===== src/rtl/g11_pkg.sv =====
// Shared definitions for the serial transmitter slice.
//   state_e   : FSM encoding (StIdle=00, StShift=01, StGap=10)
//   clog2     : ceiling log2, for sizing counters from elaboration-time constants
//   cnt_width : clog2 clamped to at least one bit, for counters that may hold only 0
package g11_pkg;

  typedef enum logic [1:0] {
    StIdle  = 2'b00,
    StShift = 2'b01,
    StGap   = 2'b10
  } state_e;

  function automatic int unsigned clog2(input int unsigned value);
    int unsigned v;
    int unsigned r;
    v = (value > 0) ? value - 1 : 0;
    r = 0;
    while (v > 0) begin
      r++;
      v = v >> 1;
    end
    return r;
  endfunction

  function automatic int unsigned cnt_width(input int unsigned max_count);
    return (clog2(max_count) > 0) ? clog2(max_count) : 1;
  endfunction

endpackage


===== src/rtl/seq_bit_counter.sv =====
// Loadable down-counter with a zero flag. It saturates at zero, so a decrement
// request while already at zero has no effect.
//   clk_i      : clock, rising edge
//   rst_ni     : active-low reset, synchronous (sampled on clk_i)
//   load_i     : load load_val_i (has priority over dec_i)
//   load_val_i : value to load
//   dec_i      : decrement by one when non-zero
//   zero_o     : count is zero
module seq_bit_counter #(
  parameter int unsigned Width = 2
) (
  input  logic             clk_i,
  input  logic             rst_ni,
  input  logic             load_i,
  input  logic [Width-1:0] load_val_i,
  input  logic             dec_i,
  output logic             zero_o
);

  logic [Width-1:0] count_d, count_q;

  always_comb begin
    count_d = count_q;
    if (load_i) begin
      count_d = load_val_i;
    end else if (dec_i && (count_q != '0)) begin
      count_d = count_q - 1'b1;
    end
  end

  always_ff @(posedge clk_i) begin
    if (!rst_ni) begin
      count_q <= '0;
    end else begin
      count_q <= count_d;
    end
  end

  assign zero_o = (count_q == '0);

endmodule


===== src/rtl/seq_serializer.sv =====
// Serial bit-stream transmitter: accepts a WIDTH-bit word on start && ready and
// shifts it out MSB-first, one bit per clock, with a per-bit valid flag.
// GAP_CYCLES idle cycles follow each word; with GAP_CYCLES == 0 a word accepted
// during the last bit streams out with no hole in x_valid.
// Optional feature macro: SEQ_SERIALIZER_PARITY_EN appends an even-parity bit
// (XOR of the captured word) after the LSB, making the frame WIDTH+1 bits.
//   clk     : clock, rising edge
//   reset   : active-low reset, synchronous; has priority over start
//   start   : request to send data
//   data    : word to send, captured on the accepting edge
//   ready   : a word can be accepted this cycle
//   x       : serial data, registered (0 whenever x_valid is 0)
//   x_valid : x carries a frame bit, registered
//   done    : high while the final frame bit is on x
module seq_serializer
  import g11_pkg::*;
#(
  parameter int unsigned WIDTH      = 4,
  parameter int unsigned GAP_CYCLES = 1
) (
  input  logic             clk,
  input  logic             reset,
  input  logic             start,
  input  logic [WIDTH-1:0] data,
  output logic             ready,
  output logic             x,
  output logic             x_valid,
  output logic             done
);

`ifdef SEQ_SERIALIZER_PARITY_EN
  localparam int unsigned Frame = WIDTH + 1;
`else
  localparam int unsigned Frame = WIDTH;
`endif
  localparam int unsigned     BitW    = clog2(Frame);
  localparam int unsigned     GapW    = cnt_width(GAP_CYCLES);
  localparam logic [BitW-1:0] BitLoad = BitW'(Frame - 1);
  localparam logic [GapW-1:0] GapLoad = GapW'((GAP_CYCLES > 0) ? GAP_CYCLES - 1 : 0);
  localparam bit              HasGap  = (GAP_CYCLES > 0);

  state_e           state_d, state_q;
  logic [Frame-1:0] shift_d, shift_q;
  logic             x_valid_d, x_valid_q;
  logic [Frame-1:0] frame_word;
  logic             accept;
  logic             bit_load, bit_dec, bit_zero;
  logic             gap_load, gap_dec, gap_zero;

`ifdef SEQ_SERIALIZER_PARITY_EN
  assign frame_word = {data, ^data};
`else
  assign frame_word = data;
`endif

  assign ready  = (state_q == StIdle) || ((state_q == StShift) && bit_zero && !HasGap);
  assign done   = (state_q == StShift) && bit_zero;
  assign accept = start && ready;

  // The bit on x is always the shift register MSB, so x is a plain flop output.
  assign x       = shift_q[Frame-1];
  assign x_valid = x_valid_q;

  always_comb begin
    state_d   = state_q;
    shift_d   = shift_q;
    x_valid_d = x_valid_q;
    bit_load  = 1'b0;
    bit_dec   = 1'b0;
    gap_load  = 1'b0;
    gap_dec   = 1'b0;
    // accept is only possible in IDLE or on the last bit without a gap; both load.
    if (accept) begin
      state_d   = StShift;
      shift_d   = frame_word;
      x_valid_d = 1'b1;
      bit_load  = 1'b1;
    end else begin
      unique case (state_q)
        StIdle: ;
        StShift: begin
          if (!bit_zero) begin
            shift_d = shift_q << 1;
            bit_dec = 1'b1;
          end else begin
            state_d   = HasGap ? StGap : StIdle;
            gap_load  = HasGap;
            shift_d   = '0;
            x_valid_d = 1'b0;
          end
        end
        StGap: begin
          if (gap_zero) begin
            state_d = StIdle;
          end else begin
            gap_dec = 1'b1;
          end
        end
        default: begin
          state_d   = StIdle;
          shift_d   = '0;
          x_valid_d = 1'b0;
        end
      endcase
    end
  end

  always_ff @(posedge clk) begin
    if (!reset) begin
      state_q   <= StIdle;
      shift_q   <= '0;
      x_valid_q <= 1'b0;
    end else begin
      state_q   <= state_d;
      shift_q   <= shift_d;
      x_valid_q <= x_valid_d;
    end
  end

  // Bits remaining after the one currently on x.
  seq_bit_counter #(
    .Width(BitW)
  ) u_bit_cnt (
    .clk_i     (clk),
    .rst_ni    (reset),
    .load_i    (bit_load),
    .load_val_i(BitLoad),
    .dec_i     (bit_dec),
    .zero_o    (bit_zero)
  );

  // Gap cycles remaining after the current one.
  seq_bit_counter #(
    .Width(GapW)
  ) u_gap_cnt (
    .clk_i     (clk),
    .rst_ni    (reset),
    .load_i    (gap_load),
    .load_val_i(GapLoad),
    .dec_i     (gap_dec),
    .zero_o    (gap_zero)
  );

endmodule


===== config.mk =====
export PLATFORM = sky130hd
export DESIGN_NAME = seq_serializer
export DESIGN_NICKNAME = d
export VERILOG_FILES = /design/src/rtl/g11_pkg.sv /design/src/rtl/seq_bit_counter.sv /design/src/rtl/seq_serializer.sv
export SDC_FILE = /design/constraint.sdc
export NUM_CORES = 1
export LEC_CHECK = 0
export CAP_MARGIN = 20
export CORE_MARGIN = 3
export CORE_UTILIZATION = 30
export CTS_CLUSTER_DIAMETER = 60
export DETAILED_ROUTE_END_ITERATION = 6
export GPL_ROUTABILITY_DRIVEN = 1
export PLACE_DENSITY = 0.56
export SYNTH_ARGS = -nofsm -noshare
export SYNTH_HDL_FRONTEND = slang
export SYNTH_SLANG_ARGS = --single-unit
export TNS_END_PERCENT = 10

===== constraint.sdc =====
create_clock -name clk -period 2.1 [get_ports clk]
set_input_delay 0.42 -clock clk [delete_from_list [all_inputs] [get_ports clk]]
set_output_delay 0.42 -clock clk [all_outputs]
set_load 0.02 [all_outputs]

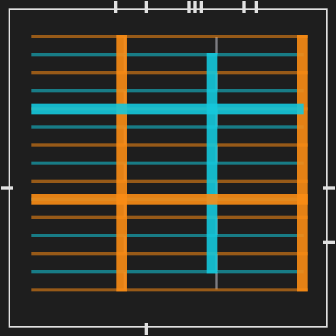
Figure 1: PDN straps and rails.
Pins as bars on the die edge. Tap cells in grey.
legend:
  cyan:
    net: VDD
  orange:
    net: VSS
met4 straps: 3
met1 rails: 15
Worst VDD drop: 0.409 mV
Die X: 47.5 microns
Core Box Area: 0.00156 sq mm
die y size: 47.5 microns

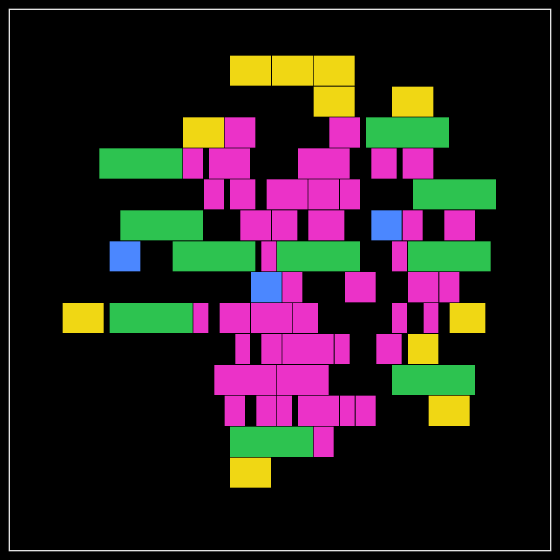
Figure 2: cells coloured by class.
legend:
  blue:
    class: clock drivers
    cells: 3
    share_of_their_area: 3.6%
  green:
    class: flops
    cells: 10
    share_of_their_area: 32%
  magenta:
    class: combinational and other logic
    cells: 43
    share_of_their_area: 47%
  yellow:
    class: other buffers and delay cells
    cells: 11
    share_of_their_area: 17%
post-route cell area: 638 sq um
fraction of area in registers: 31.4%
final core utilization: 40.9%
row cnt: 14

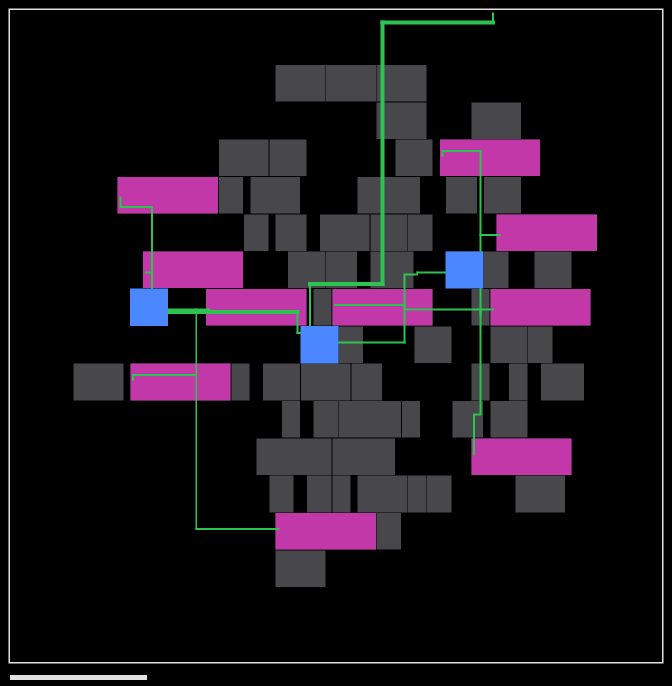
Figure 3: clock wires, drivers and flops.
Bar = 10 microns.
legend:
  magenta:
    item: flip-flops
    count: 10
  blue:
    item: clock drivers
    count: 3
  green:
    item: clock wires
    length: 148 microns
routed clock nets: 4
clock power share: 26.2%
Clk. pwr: 124 uW
Final Skew: 0.00145 ns

==> run summary <==
fresh numbers from the pnr run: clk buf depth 2, switching pwr 134 uW, kind of start point of the critical path flip-flop, Initial Utilization 33.1%, register-to-register setup slack 0.86 ns, Logic power comb 131 uW, commonest cells after routing, fill and taps aside dfxtp_1 (10), clkdlybuf4s50_1 (9), nand3b_1 (6), first-pass GRT wire length 1700 microns, initial antenna violation count 0, Seq pwr share 46.2%, P_int 341 uW, Worst Hold Path EP u_gap_cnt.count_q, Worst Setup EP ready, Setup WS post-layout 0.223 ns, Pwr Density 744 mW/mm^2, number of logic gates 40, comb area leader simple AND/OR/NAND/NOR gates, worst r2r path cells 5, most used flip-flop cell dfxtp_1, mapped cell area 517 sq um, Max Clk Rate 0.533 GHz, 1st-pass router iterations 4, EDFF count, synth 0, clock latency at the later pin of the worst-skew pair 0.26 ns, RSZ-0062 raised after global routing false, hold_sp u_gap_cnt.count_q, number of antenna diodes 0, Mapped Cells 56, number of buffers created by CTS 3, syn nets 65, Top Consumer sequential cells, largest net degree at the start of global routing 16, Leak Pwr 0.000250 uW, gpl congestion 0.684, Final TNS setup 0 ns, flip-flop and latch count 10, min Tclk post-route 1.88 ns, fin crit share 89.4%, run status completed, register area 200 sq um, share of layout cells above drive strength 1 14.9%, CP endpoint kind primary output, Final Max Slew Viols 0, Power Sequential 219 uW, comb. cell area 278 sq um, Comb/total area 43.5%, crit path DRT 1.68 ns, Crit. Startpoint state_q[1], warnings from Yosys 0, XOR-XNOR Cells, Area Fraction 0%, yosys cell count 56, Synth area leader dfxtp_1, Layout Nets 78, worst hold stages 2, DR vias/cell 5.06, CP Max Fanout 11, Cell area leaders dfxtp_1 (39%), nand3b_1 (8.7%), ha_1 (4.8%), WP data arrival 1.46 ns, non-clk buf share 16.7%, post-detail-place hpwl 752 microns, final tally of setup violations 0, Top-area cell share 38.7%, mux share 4.84%, Filler Cell Count 161, Largest Register shift_q, Inverters 3, area grow syn2layout 23.5%, Post-synth top cells dfxtp_1 (10), nand3b_1 (6), nor2_1 (4), Root Buffer clkbuf_4, combinational power share 27.6%, worst reg2reg path endpoint u_bit_cnt.count_q[0], mean post-synth cell area 9.23 sq um, Top cell excl fill/tap dfxtp_1, type of the worst setup path reg -> out, Synth Seq Share 38.7%, DRT iter0 DRCs 8, clk cell area share 3.53%, antenna-violating nets left 0, Cell Type Count 26, switch share 28.2%, max reg flops 4, OpenROAD warning count 27, Clock buffer cells 3, Post-synth regs 10, Plain + repair buffers 11, Chip Area, Yosys 517 sq um, # port buffers 10, Hold/Removal Path Class reg -> reg, dominant cell by count in the synthesized netlist dfxtp_1, vias in the first global route 405, CTS sink cnt 10, Final Hold Vio Count 0, CTS clk-pin slew, worst paths 0.06 ns, post-CTS setup buffer count 0, htree depth 1, DR DRC count 0, Setup WS pre-CTS 0.285 ns, Simple Share, Synth 28.8%, # Taps 16, CTS tree yes, worst slew pin tran 0.292 ns, AO/OA Area Share 15.3%, dominant kind of cell by area multi-input combinational cells, RR Startpoint u_bit_cnt.count_q[0], Top Registers shift_q x4, state_q x2, u_bit_cnt.count_q x2, Adder Area Share 4.84%, die footprint 0.00226 sq mm, Max-slew headroom 80.5%, Max-cap violations 0, CTS resizes 1
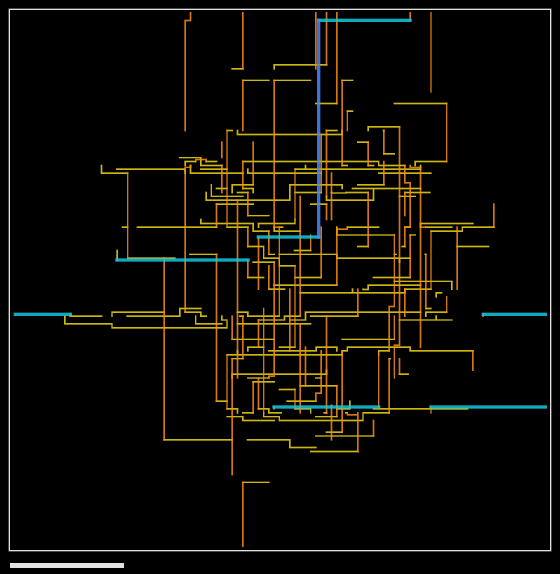
Figure 4: wiring by layer.
Bar = 10 microns.
legend:
  yellow:
    layer: metal 1
    wire_length: 472 microns
  blue:
    layer: metal 4
    wire_length: 19.0 microns
  orange:
    layer: metal 2
    wire_length: 451 microns
  cyan:
    layer: metal 3
    wire_length: 54.4 microns
GRT Overall Usage: 11.2%
routed vias: 420
WL final: 996 microns
DR WL/cell: 12.0 microns

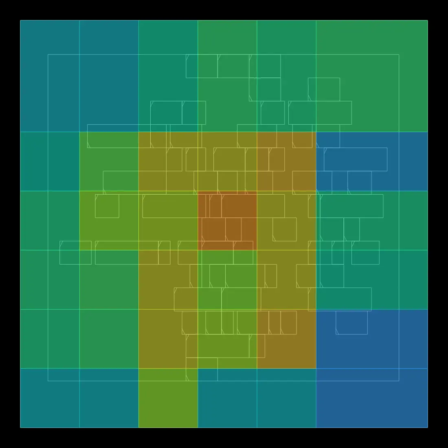
Figure 5: track usage over the die.
met1 Resource Use GR: 13.6%
GR peak layer: met2

-- metal layers --
| metal | up-vias | wire (microns) | track usage, % |
|---|---|---|---|
| met3 | 2 | 54 | 5.64 |
| met5 | - | 0 | 0 |
| met2 | 9 | 451 | 16.6 |
| met1 | 190 | 471 | 13.6 |
| met4 | 0 | 19 | 4.97 |
| li1 | 219 | - | - |
-- stage by stage --
stage	hold WS (ns)	total power [uW]	util (%)	area [sq um]	cells
detailed placement	0.442	356	39.6	617	80
floorplan	0.422	316	-	517	56
CTS	0.452	484	40.9	638	83
global placement	0.441	356	39.6	617	80
finish	0.447	474	40.9	638	83
global route	0.481	512	40.9	638	83
-- critical path, stage by stage (launching register included) --
cell and delay (ns):
dfxtp_1 0.39, nor2_1 0.18, clkdlybuf4s50_1 0.63
Power and IR drop assume default switching activity.
